[src/rtl/rr_req_sched_16.sv]
// Request collector and grant issuer for 16 sources: per-source pending counters feed an
// internal round-robin search, and the registered winner is offered on a valid/ready interface.
module rr_req_sched_16 #(
   parameter int unsigned CNT_W = 3
) (
   input  logic        clk,
   input  logic        rst_n,
   input  logic [15:0] req_pulse,
   input  logic [15:0] req_mask,
   output logic        gnt_valid,
   output logic [3:0]  gnt_idx,
   input  logic        gnt_ready,
   output logic [15:0] pend_nz,
   output logic [15:0] ovf_err,
   input  logic        ovf_clr
);

   localparam logic [CNT_W-1:0] CntMax = {CNT_W{1'b1}};

   typedef enum logic [0:0] {StIdle, StGrant} state_e;

   state_e                  state_q, state_d;
   logic [15:0][CNT_W-1:0]  cnt_q, cnt_d;
   logic [15:0]             ovf_q, ovf_d, ovf_new;
   logic [15:0]             pend_q, pend_d;
   logic [3:0]              rr_cnt_q, rr_cnt_d;
   logic [3:0]              gnt_idx_q, gnt_idx_d;
   logic [3:0]              rr_eff;
   logic [15:0]             dec;
   logic [15:0]             req_list;
   logic                    accept;
   logic                    req_prsnt;
   logic [3:0]              req_idx;
   logic [3:0]              cand;
   logic                    load_gnt;

   assign accept = gnt_valid & gnt_ready;

   // Counter update, overflow detection and arbiter request vector
   always_comb begin
      cnt_d   = cnt_q;
      ovf_new = '0;
      dec     = '0;
      req_list = '0;
      for (int i = 0; i < 16; i++) begin
         dec[i] = accept & (gnt_idx_q == 4'(i));
         if (req_pulse[i] && !dec[i]) begin
            if (cnt_q[i] == CntMax) ovf_new[i] = 1'b1;
            else                    cnt_d[i] = cnt_q[i] + CNT_W'(1);
         end else if (!req_pulse[i] && dec[i]) begin
            cnt_d[i] = cnt_q[i] - CNT_W'(1);
         end
         // This cycle's pulses are deliberately left out of arbitration.
         req_list[i] = ((cnt_q[i] - CNT_W'(dec[i])) != '0) & ~req_mask[i];
      end
      ovf_d = (ovf_clr ? 16'h0000 : ovf_q) | ovf_new;
      for (int i = 0; i < 16; i++) pend_d[i] = (cnt_d[i] != '0);
   end

   // Round-robin search upward from rr_eff; scanning down lets the nearest candidate win.
   always_comb begin
      rr_eff    = accept ? gnt_idx_q + 4'd1 : rr_cnt_q;
      req_prsnt = 1'b0;
      req_idx   = '0;
      cand      = '0;
      for (int j = 15; j >= 0; j--) begin
         cand = rr_eff + 4'(j);
         if (req_list[cand]) begin
            req_prsnt = 1'b1;
            req_idx   = cand;
         end
      end
   end

   always_ff @(posedge clk or negedge rst_n) begin
      if (!rst_n) begin
         state_q   <= StIdle;
         cnt_q     <= '0;
         ovf_q     <= '0;
         pend_q    <= '0;
         rr_cnt_q  <= '0;
         gnt_idx_q <= '0;
      end else begin
         state_q   <= state_d;
         cnt_q     <= cnt_d;
         ovf_q     <= ovf_d;
         pend_q    <= pend_d;
         rr_cnt_q  <= rr_cnt_d;
         gnt_idx_q <= gnt_idx_d;
      end
   end

   always_comb begin
      state_d = state_q;
      unique case (state_q)
         StIdle:  if (req_prsnt) state_d = StGrant;
         StGrant: if (gnt_ready && !req_prsnt) state_d = StIdle;
         default: state_d = StIdle;
      endcase
   end

   // A held grant (valid without ready) is never re-arbitrated.
   always_comb begin
      gnt_valid = (state_q == StGrant);
      load_gnt  = req_prsnt & (!gnt_valid | gnt_ready);
      gnt_idx_d = load_gnt ? req_idx : gnt_idx_q;
      rr_cnt_d  = accept ? gnt_idx_q + 4'd1 : rr_cnt_q;
   end

   assign gnt_idx = gnt_idx_q;
   assign pend_nz = pend_q;
   assign ovf_err = ovf_q;

endmodule
[config.mk]
export PLATFORM = sky130hd
export DESIGN_NAME = rr_req_sched_16
export DESIGN_NICKNAME = d
export VERILOG_FILES = /design/src/rtl/rr_req_sched_16.sv
export SDC_FILE = /design/constraint.sdc
export NUM_CORES = 1
export LEC_CHECK = 0
export ABC_AREA = 1
export ABC_CLOCK_PERIOD_IN_PS = 5420
export CORE_UTILIZATION = 35
export DETAILED_ROUTE_END_ITERATION = 8
export PLACE_DENSITY = 0.54
export SLEW_MARGIN = 20
export SYNTH_ARGS = -nofsm -noshare
export SYNTH_HDL_FRONTEND = slang
export SYNTH_SLANG_ARGS = --single-unit
[constraint.sdc]
create_clock -name clk -period 5.42 [get_ports clk]
set_input_delay 0.813 -clock clk [delete_from_list [all_inputs] [get_ports clk]]
set_output_delay 0.813 -clock clk [all_outputs]
set_load 0.05 [all_outputs]
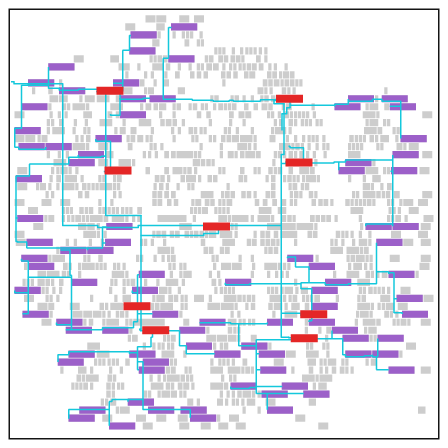
Fig. 1. Clock wires, drivers and flops.
[clock-net drivers] red | count: 9
[flip-flops] purple | count: 89
[clock wires] cyan | length: 1420 um
flops lie	all over the die
routed clock nets	10

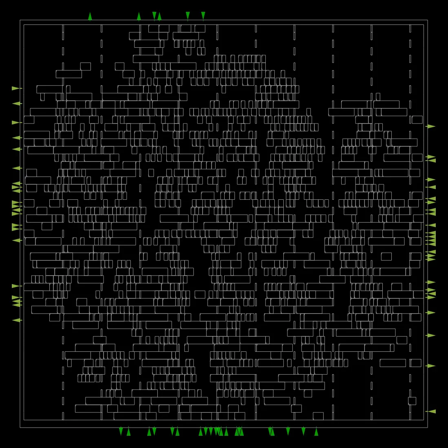
Fig. 2. Placed standard cells.
Post-Layout Cell Count: 1424
number of filler cells placed in the layout: 2121
area inside the core boundary: 20200 um^2
number of sequential cells: 89
Tapcells: 270

## where the power goes
part	switching, mW	leakage (nW)	internal [mW]
Clock	0.297	0.147	0.365
Combinational	2.78	3.39	1.39
Sequential	0.180	0.970	0.879
## per-stage QoR
step	power (mW)	utilization [%]	hold WS, ns	std cells
after global placement	5.22	40.7	0.516	1407
after floorplan	4.26	-	0.513	1074
final	5.89	42.2	0.360	1424
after global routing	6.58	42.2	0.388	1424
after CTS	5.89	42.2	0.369	1423
after detailed placement	5.20	40.7	0.520	1407
## final cells by class
type,instances,area share (%)
clock inverter,6,0.865
antenna,1,0.0293
multi-input combinational,746,47.6
timing repair buffer,77,8.86
clock buffer,10,2.68
inverter,225,9.93
sequential,89,26.1
tap,270,3.96
## registers in the layout (all words and copies together) (netlist names)
register	count
cnt_q	48
ovf_err	16
pend_nz	16
gnt_idx	4
rr_cnt_q	4
gnt_valid	1
## metal layers
metal  up-vias  GRT usage, %  wire length, um
met2       139          29.4             8170
met3        20          3.10              846
met5         -             0                0
li1       3532             -                -
met1      2969          25.0             9180
met4         0          6.16              295
## how the worst max path moves through the flow
stage	startpoint	end	slack, ns	cells after the start
3_3_place_gp	gnt_ready	gnt_idx[3]$_DFFE_PN0P_	0.73	17
5_1_grt	gnt_ready	gnt_idx[2]$_DFFE_PN0P_	0.68	28
2_1_floorplan	gnt_idx[0]$_DFFE_PN0P_	gnt_idx[0]$_DFFE_PN0P_	1.77	26
3_5_place_dp	gnt_ready	gnt_idx[3]$_DFFE_PN0P_	0.83	17
6_report	gnt_ready	gnt_idx[3]$_DFFE_PN0P_	1.15	17
4_1_cts	gnt_ready	gnt_idx[3]$_DFFE_PN0P_	1.17	17
## kinds of logic (layout without fill, tap and decap cells)
logic type      Yosys count  in the layout  synth area share (%)
compound gates          108            108                  8.76
xor+xnor                 32             32                  4.80
other cells               0              1                     0
buf+inv                 239            318                  13.2
fa+ha+maj                59             59                  10.2
simple gates            547            547                  32.3
flops                    89             89                  30.8
==> reports/notes.md <==
The worst path meets setup with 1.15 ns of slack. The area taken by multi-input combinational cells is reported as 4060 um^2. The later pin in the worst-skew pair is clocked with a latency of 0.36 ns.

Setup slack on the worst path after placement came out at 0.826 ns. The final global-route overflow total is 0, and the area overhead of the layout relative to synthesis is 17.8%. The number of cell instances on the worst register-to-register path was 18; the cell area after synthesis was 7240 um^2. Grouping stages by cell kind, the critical path spends the most delay in simple AND/OR/NAND/NOR gates. The required time at the endpoint of the critical path came out at 5.66 ns.

The average detailed-routed wire length per instance works out to 13.0 um. For reference, the top cells by count after synthesis are sky130_fd_sc_hd__nand2_1 (274), sky130_fd_sc_hd__inv_1 (219), sky130_fd_sc_hd__nand3_1 (138). For the final setup skew, the log shows 0.00943 ns. The register bit count reported by yosys works out to 89. Per the Yosys statistics, synthesis produced 1074 cells. The total number of yosys warnings is 0, and the unique cell type count in the Yosys netlist is 39. The area share of the largest cell type after synthesis was 30.8%. For the sequential cell area fraction in the yosys report, the log shows 30.8%.

After floorplanning, the die was sized to cover 21300 um^2. Timing would allow up to 234 MHz. The setup path with the least slack is of type in2reg.

The clock transition at the registers of the reported paths was 0.07 ns. Setup repair after global routing left no endpoint under its margin. TritonCTS reports the number of clock sinks as 89.

The run gives 0 as the number of slew-limit violations in the final report. The worst setup path is captured at a register. With the total number of warnings across the stage logs at 50, the mean area per synthesized cell is 6.74 um^2.

The tools report the number of cell rows as 52. The peak per-stage delay on the critical path was 0.60 ns. For the completed layout, the total cell area is recorded as 8530 um^2.

The run gives 6233 as the number of global-route vias before repair. Looking at the cell usage after synthesis, the top flip-flop cell is sky130_fd_sc_hd__dfrtp_1. The path type of the worst min-delay path was in2async. After clock tree synthesis, the repair step resized 0 gates. The routed design shows a via density per instance of 4.68. The number of buffers added on ports was 72; the static leakage was 4.51 nW. Per the cell usage report, the commonest logic cell in the layout is sky130_fd_sc_hd__nand2_1. The number of clock buffers added by TritonCTS is 9. Data arrival time of the critical path: 4.51 ns. The cell type that accounts for the most area after synthesis is sky130_fd_sc_hd__dfrtp_1.

TritonCTS built the clock tree. Yosys mapped a number of flops with a built-in enable equal to 0. Looking at the gate-level netlist, the highest instance count belongs to sky130_fd_sc_hd__nand2_1.

The violation tally recorded at the end of detailed-routing iteration 0 is 444. The tools report the worst supply voltage drop on vdd as 0.000271 V. In the layout the commonest cells are sky130_fd_sc_hd__nand2_1 (274), sky130_fd_sc_hd__inv_1 (219), sky130_fd_sc_hd__nand3_1 (138).

The run gives 30.9 mm for the first-pass GRT wire length. Slowest cell on the critical path: sky130_fd_sc_hd__clkdlybuf4s50_1. Routability-driven placement finished with a final weighted congestion of 0.918. The number of hold buffers added after CTS was 0. Headroom to the max-slew limit came out at 39.7%. STA classifies the critical path startpoint as an input pin. The initial antenna violation count is 1.

OpenROAD reports that the post-layout worst path occupies 78.8% of the period. The instance area at placement was 8230 um^2; the post-route minimum period was 4.27 ns. The number of iterations in the first detailed-routing pass came out at 5. The run finished with clean final reports. The number of buffers and inverters on the critical path is 3.

With the die boundary width at 146 um, the slew at the pin closest to its max-slew limit is 0.901 ns. Once detail routing completed, the nets flagged for antenna violations numbered 0. The launch point of the worst register-to-register path is recorded as gnt_idx[0]$_DFFE_PN0P_. The wire-length estimate of the detail-placed layout is 14.7 mm.

Of all flip-flops after synthesis, the portion carrying an async set or reset was 100%. The worst reg2reg path endpoint is gnt_idx[3]$_DFFE_PN0P_.
No activity file was given, so power comes from the tool's default toggle rates.
